Figure 1. Wiring by layer.
Scale bar: 20 um. Only two layers are drawn.
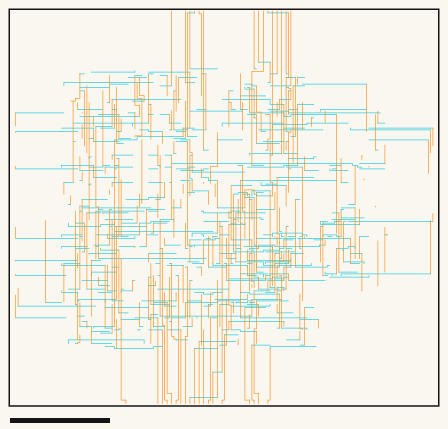
Figure 2. The metal 2 layer.
Scale bar: 20 um.
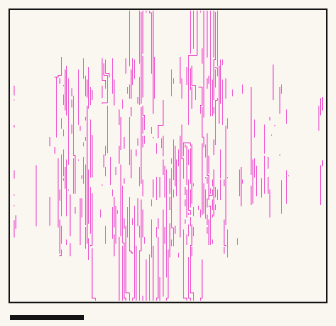
Figure 3. Clock wiring as the flow saved it.
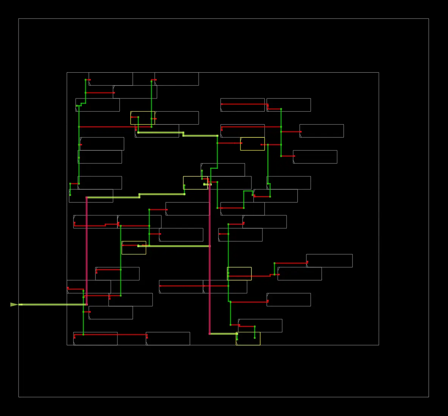
Figure 4. Signal wires on met3.
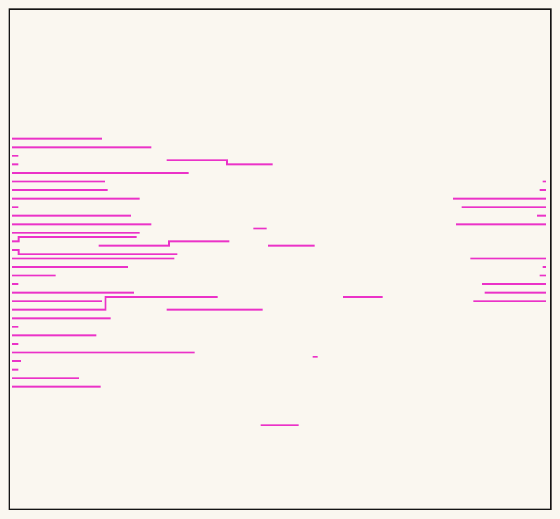
Figure 5. Power grid.
Scale bar: 20 um. Pins as bars on the die edge.
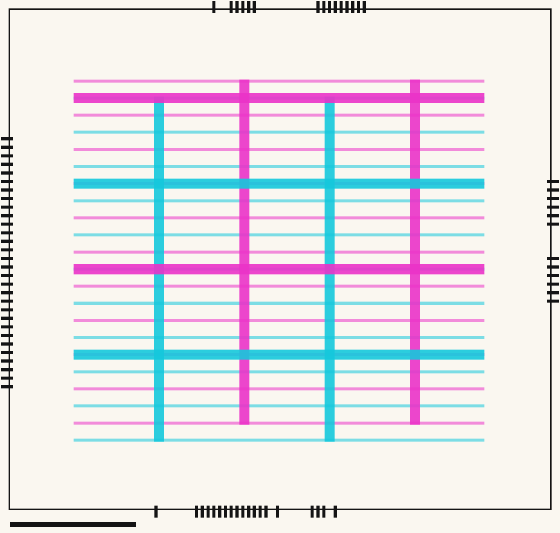
===== src/rtl/mem_arbiter.sv =====
// Two-port round-robin arbiter in front of the shared instruction/data memory.
// Port 0 is the processor core, port 1 is the host loader / debug port. One
// access is in flight at a time; each transfer takes MEM_LAT + 2 cycles.
// MEM_LAT must lie in 1..15 (the down-counter is 4 bits wide).
module mem_arbiter #(
  parameter int unsigned ADDR_W  = 5,
  parameter int unsigned DATA_W  = 8,
  parameter int unsigned MEM_LAT = 1
) (
  input  logic              clk,
  input  logic              rst,
  input  logic              req0,
  input  logic              we0,
  input  logic [ADDR_W-1:0] addr0,
  input  logic [DATA_W-1:0] wdata0,
  input  logic              req1,
  input  logic              we1,
  input  logic [ADDR_W-1:0] addr1,
  input  logic [DATA_W-1:0] wdata1,
  output logic              gnt0,
  output logic              gnt1,
  output logic              done0,
  output logic              done1,
  output logic [DATA_W-1:0] rdata0,
  output logic [DATA_W-1:0] rdata1,
  output logic              mem_en,
  output logic              mem_we,
  output logic [ADDR_W-1:0] mem_addr,
  output logic [DATA_W-1:0] mem_wdata,
  input  logic [DATA_W-1:0] mem_rdata,
  output logic              busy
);

  localparam logic [3:0] LatCnt = 4'(MEM_LAT);

  typedef enum logic [1:0] {StIdle, StAccess, StDone} state_e;

  state_e              state_q, state_d;
  logic                win_q;        // port owning the current transfer
  logic                last_srv_q;   // port served by the previous transfer
  logic                cmd_we_q;
  logic [ADDR_W-1:0]   cmd_addr_q;
  logic [DATA_W-1:0]   cmd_wdata_q;
  logic [3:0]          cnt_q;
  logic [DATA_W-1:0]   rdata0_q, rdata1_q;
  logic                take;         // accept a request on this edge
  logic                sel;          // winner if a request is accepted
  logic                last_access;  // final ACCESS cycle

  assign last_access = (state_q == StAccess) && (cnt_q == 4'd1);

  // Arbitration and next-state decode; ties go to the port not served last.
  always_comb begin
    state_d = state_q;
    take    = 1'b0;
    sel     = (req0 && req1) ? ~last_srv_q : req1;
    case (state_q)
      StIdle: begin
        if (req0 || req1) begin
          take    = 1'b1;
          state_d = StAccess;
        end
      end
      StAccess: begin
        if (cnt_q == 4'd1) state_d = StDone;
      end
      StDone:  state_d = StIdle;
      default: state_d = StIdle;
    endcase
  end

  // State register.
  always_ff @(posedge clk or posedge rst) begin
    if (rst) state_q <= StIdle;
    else     state_q <= state_d;
  end

  // Command latch and latency counter, loaded when a request is accepted.
  always_ff @(posedge clk or posedge rst) begin
    if (rst) begin
      win_q       <= 1'b0;
      cmd_we_q    <= 1'b0;
      cmd_addr_q  <= '0;
      cmd_wdata_q <= '0;
      cnt_q       <= 4'd0;
    end else if (take) begin
      win_q       <= sel;
      cmd_we_q    <= sel ? we1 : we0;
      cmd_addr_q  <= sel ? addr1 : addr0;
      cmd_wdata_q <= sel ? wdata1 : wdata0;
      cnt_q       <= LatCnt;
    end else if (state_q == StAccess) begin
      cnt_q <= cnt_q - 4'd1;
    end
  end

  // Round-robin history; reset value hands the first tie to the core.
  always_ff @(posedge clk or posedge rst) begin
    if (rst)                    last_srv_q <= 1'b1;
    else if (state_q == StDone) last_srv_q <= win_q;
  end

  // Read data capture at the end of the last ACCESS cycle; writes leave it alone.
  always_ff @(posedge clk or posedge rst) begin
    if (rst) begin
      rdata0_q <= '0;
      rdata1_q <= '0;
    end else if (last_access && !cmd_we_q) begin
      if (win_q) rdata1_q <= mem_rdata;
      else       rdata0_q <= mem_rdata;
    end
  end

  // Output decode from state and the latched command.
  always_comb begin
    gnt0      = 1'b0;
    gnt1      = 1'b0;
    done0     = 1'b0;
    done1     = 1'b0;
    mem_en    = 1'b0;
    mem_we    = 1'b0;
    busy      = (state_q != StIdle);
    mem_addr  = cmd_addr_q;
    mem_wdata = cmd_wdata_q;
    rdata0    = rdata0_q;
    rdata1    = rdata1_q;
    if (state_q == StAccess) begin
      mem_en = 1'b1;
      mem_we = cmd_we_q;
    end
    if (state_q != StIdle) begin
      gnt0 = ~win_q;
      gnt1 = win_q;
    end
    if (state_q == StDone) begin
      done0 = ~win_q;
      done1 = win_q;
    end
  end

endmodule


===== config.mk =====
export PLATFORM = sky130hd
export DESIGN_NAME = mem_arbiter
export DESIGN_NICKNAME = d
export VERILOG_FILES = /design/src/rtl/mem_arbiter.sv
export SDC_FILE = /design/constraint.sdc
export NUM_CORES = 1
export LEC_CHECK = 0
export ABC_CLOCK_PERIOD_IN_PS = 4700
export CORE_ASPECT_RATIO = 0.9
export CORE_MARGIN = 10
export CORE_UTILIZATION = 45
export DETAILED_ROUTE_END_ITERATION = 8
export PLACE_DENSITY = 0.93
export SETUP_SLACK_MARGIN = 0.5
export SLEW_MARGIN = 20
export SYNTH_ARGS = -nofsm -noshare
export SYNTH_HDL_FRONTEND = slang
export SYNTH_SLANG_ARGS = --single-unit

===== constraint.sdc =====
create_clock -name clk -period 4.7 [get_ports clk]
set_input_delay 1.41 -clock clk [delete_from_list [all_inputs] [get_ports clk]]
set_output_delay 1.41 -clock clk [all_outputs]
set_load 0.03 [all_outputs]

==> results.json <==
{
  "detail-route-antenna-nets": 0,
  "yosys_warnings": 0,
  "cap_violations": 0,
  "fp_util_pct": 47.1,
  "crit_buf_inv": 2,
  "fp_nets": 165,
  "avgSynthCellArea_um2": 14.3,
  "worstHoldStart": "rdata1[3]$_DFFE_PP0P_",
  "pin_count": 76,
  "grt_use_total_pct": 13.9,
  "worstSetupStartpointType": "flip-flop",
  "drtIter0Drc": 117,
  "dp_hpwl_um": 3720,
  "regToRegEndpoint": "mem_addr[3]$_DFFE_PP0P_",
  "status": "complete, no violations",
  "holdBufCountCts": 0,
  "worstSkewPairLatency_ns": 0.29,
  "worst_pin_slew_ns": 0.859,
  "tns_ns": 0,
  "yosysTopAreaCellShare_pct": 52.7,
  "post_cts_resized": 0,
  "period_needed_ns": 3.29,
  "hold_violations": 0,
  "grt_pass1_wl_um": 7360,
  "min_path_type": "reg -> reg",
  "area_delta_synth_final_pct": 49.0,
  "cts_tree": "yes",
  "fin_crit_sh_pct": 70.1,
  "finalMaxSlewViolations": 0,
  "power.density_mw_per_mm2": 715,
  "topCellsByArea": "dfrtp_1 53%, mux2_2 22%, mux2_4 7.7%, nor2_1 1.9%, dfstp_2 1.5%",
  "cp_max_fo": 6,
  "layout.nets": 245,
  "timing.fmax_mhz": 304,
  "setup_viol": 0,
  "grt_overflow_total": 0,
  "critPathKind": "reg -> out",
  "critPathTopFamily": "buffers and inverters",
  "cts_htree_levels": 2,
  "drtPass1Iterations": 4,
  "r2r_setup_slack_ns": 2.76,
  "path_cells": "nand2b_1 > inv_2 > and2_1 > clkdlybuf4s50_1"
}
About Figure 1:
[metal 1] cyan | wire length: 1730 um
[metal 2] orange | wire length: 2300 um
WL final: 4690 um
DR vias: 1270
drt wl/cell: 18.9 um

About Figure 2:
longest straight run: 37.4 um
nets with wire on the layer: 225
share of all routed wire: 49%
main direction: vertical
wire length on this layer: 2300 um

About Figure 3:
Clock Skews: 0.00785 ns
TritonCTS Buffers: 5
Flops: 38

About Figure 4:
main direction: horizontal
share of all routed wire: 13%

About Figure 5:
[VDD] magenta
[VSS] cyan
signal pins: 76
rows: 21
Max IR drop VDD: 0.481 mV
core area: 0.00373 mm^2
Die Width: 85.9 um
die height: 79.3 um

[where the power goes]
group | switching [mW] | internal (mW)
Combinational | 0.567 | 0.495
Sequential | 0.0980 | 0.492
Clock | 0.107 | 0.113
[final cells by class]
cell class / count / area, um^2 / area share (%)
clock buffer: 6 / 82.6 / 3.15
multi-input combinational: 76 / 747 / 28.5
inverter: 6 / 22.5 / 0.860
tap: 46 / 57.6 / 2.20
timing repair buffer: 76 / 758 / 28.9
sequential: 38 / 952 / 36.3
[per-stage QoR]
stage / cells / total power, mW / area (um^2) / setup slack [ns] / hold slack (ns)
finish: 248 / 1.87 / 2620 / 1.41 / 0.506
global route: 248 / 1.97 / 2620 / 1.32 / 0.515
CTS: 248 / 1.89 / 2620 / 1.39 / 0.510
detailed placement: 242 / 1.66 / 2540 / 1.32 / 0.497
global placement: 242 / 1.63 / 2540 / 1.38 / 0.477
floorplan: 123 / 1.23 / 1760 / 2.19 / 0.463
[metal layers]
| layer | track usage (%) | part of all wire (%) | wire (um) | up-vias |
|---|---|---|---|---|
| met5 | 0 | 0 | 0 | - |
| met3 | 9.29 | 13 | 586 | 7 |
| met4 | 5.92 | 1.5 | 71 | 0 |
| met2 | 23.0 | 49 | 2300 | 53 |
| li1 | - | - | - | 586 |
| met1 | 13.4 | 37 | 1730 | 624 |
[Yosys cell counts, drive strengths merged]
master / number
dfrtp: 37
nand4b: 1
nor3b: 1
xnor2: 1
o211ai: 1
nand2b: 2
buf: 3
mux2: 44
ha: 2
nor2: 9
a21bo: 1
mux2i: 1
o2bb2ai: 1
inv: 6
o21ai: 5
nand3b: 1
a21o: 1
nor4: 1
nand3: 1
and2: 3
dfstp: 1
[kinds of logic (layout without fill, tap and decap cells)]
logic type / after synthesis / in the layout / synth area share (%)
AOI/OAI and AO/OA: 9 / 9 / 3.56
muxes: 45 / 45 / 30.7
DFF: 38 / 38 / 54.2
buffers and inverters: 9 / 88 / 3.34
and+or+nand+nor: 19 / 19 / 6.33
xor gates and xnor gates: 1 / 1 / 0.498
adders and majority gates: 2 / 2 / 1.42
[worst max path at each step]
stage               cells past startpoint                       end                    from  slack, ns
finish                                  4                    mem_we  state_q[1]$_DFFE_PP0P_       1.41
global route                            4                    mem_we  state_q[1]$_DFFE_PP0P_       1.32
CTS                                     4                    mem_we  state_q[1]$_DFFE_PP0P_       1.39
detailed placement                      4   mem_addr[3]$_DFFE_PP0P_                    req1       1.32
global placement                        4   mem_addr[1]$_DFFE_PP0P_                    req1       1.38
floorplan                               5  mem_wdata[3]$_DFFE_PP0P_                    req1       2.19
[sequential cells by signal, summed over array words and instances, names as in the netlist]
register,count
mem_wdata,8
rdata0,8
rdata1,8
mem_addr,5
cnt_q,4
state_q,2
cmd_we_q,1
last_srv_q,1
win_q,1
[cell usage in the layout, fill, tap and decap left out, drive strengths merged, types with 2 or more instances in the layout]
cell / netlist / layout
clkdlybuf4s50: 0 / 75
mux2: 44 / 44
dfrtp: 37 / 37
nor2: 9 / 9
clkbuf: 0 / 6
inv: 6 / 6
o21ai: 5 / 5
and2: 3 / 3
nand2b: 2 / 2
ha: 2 / 2
Power is estimated from default activity; no workload was simulated.
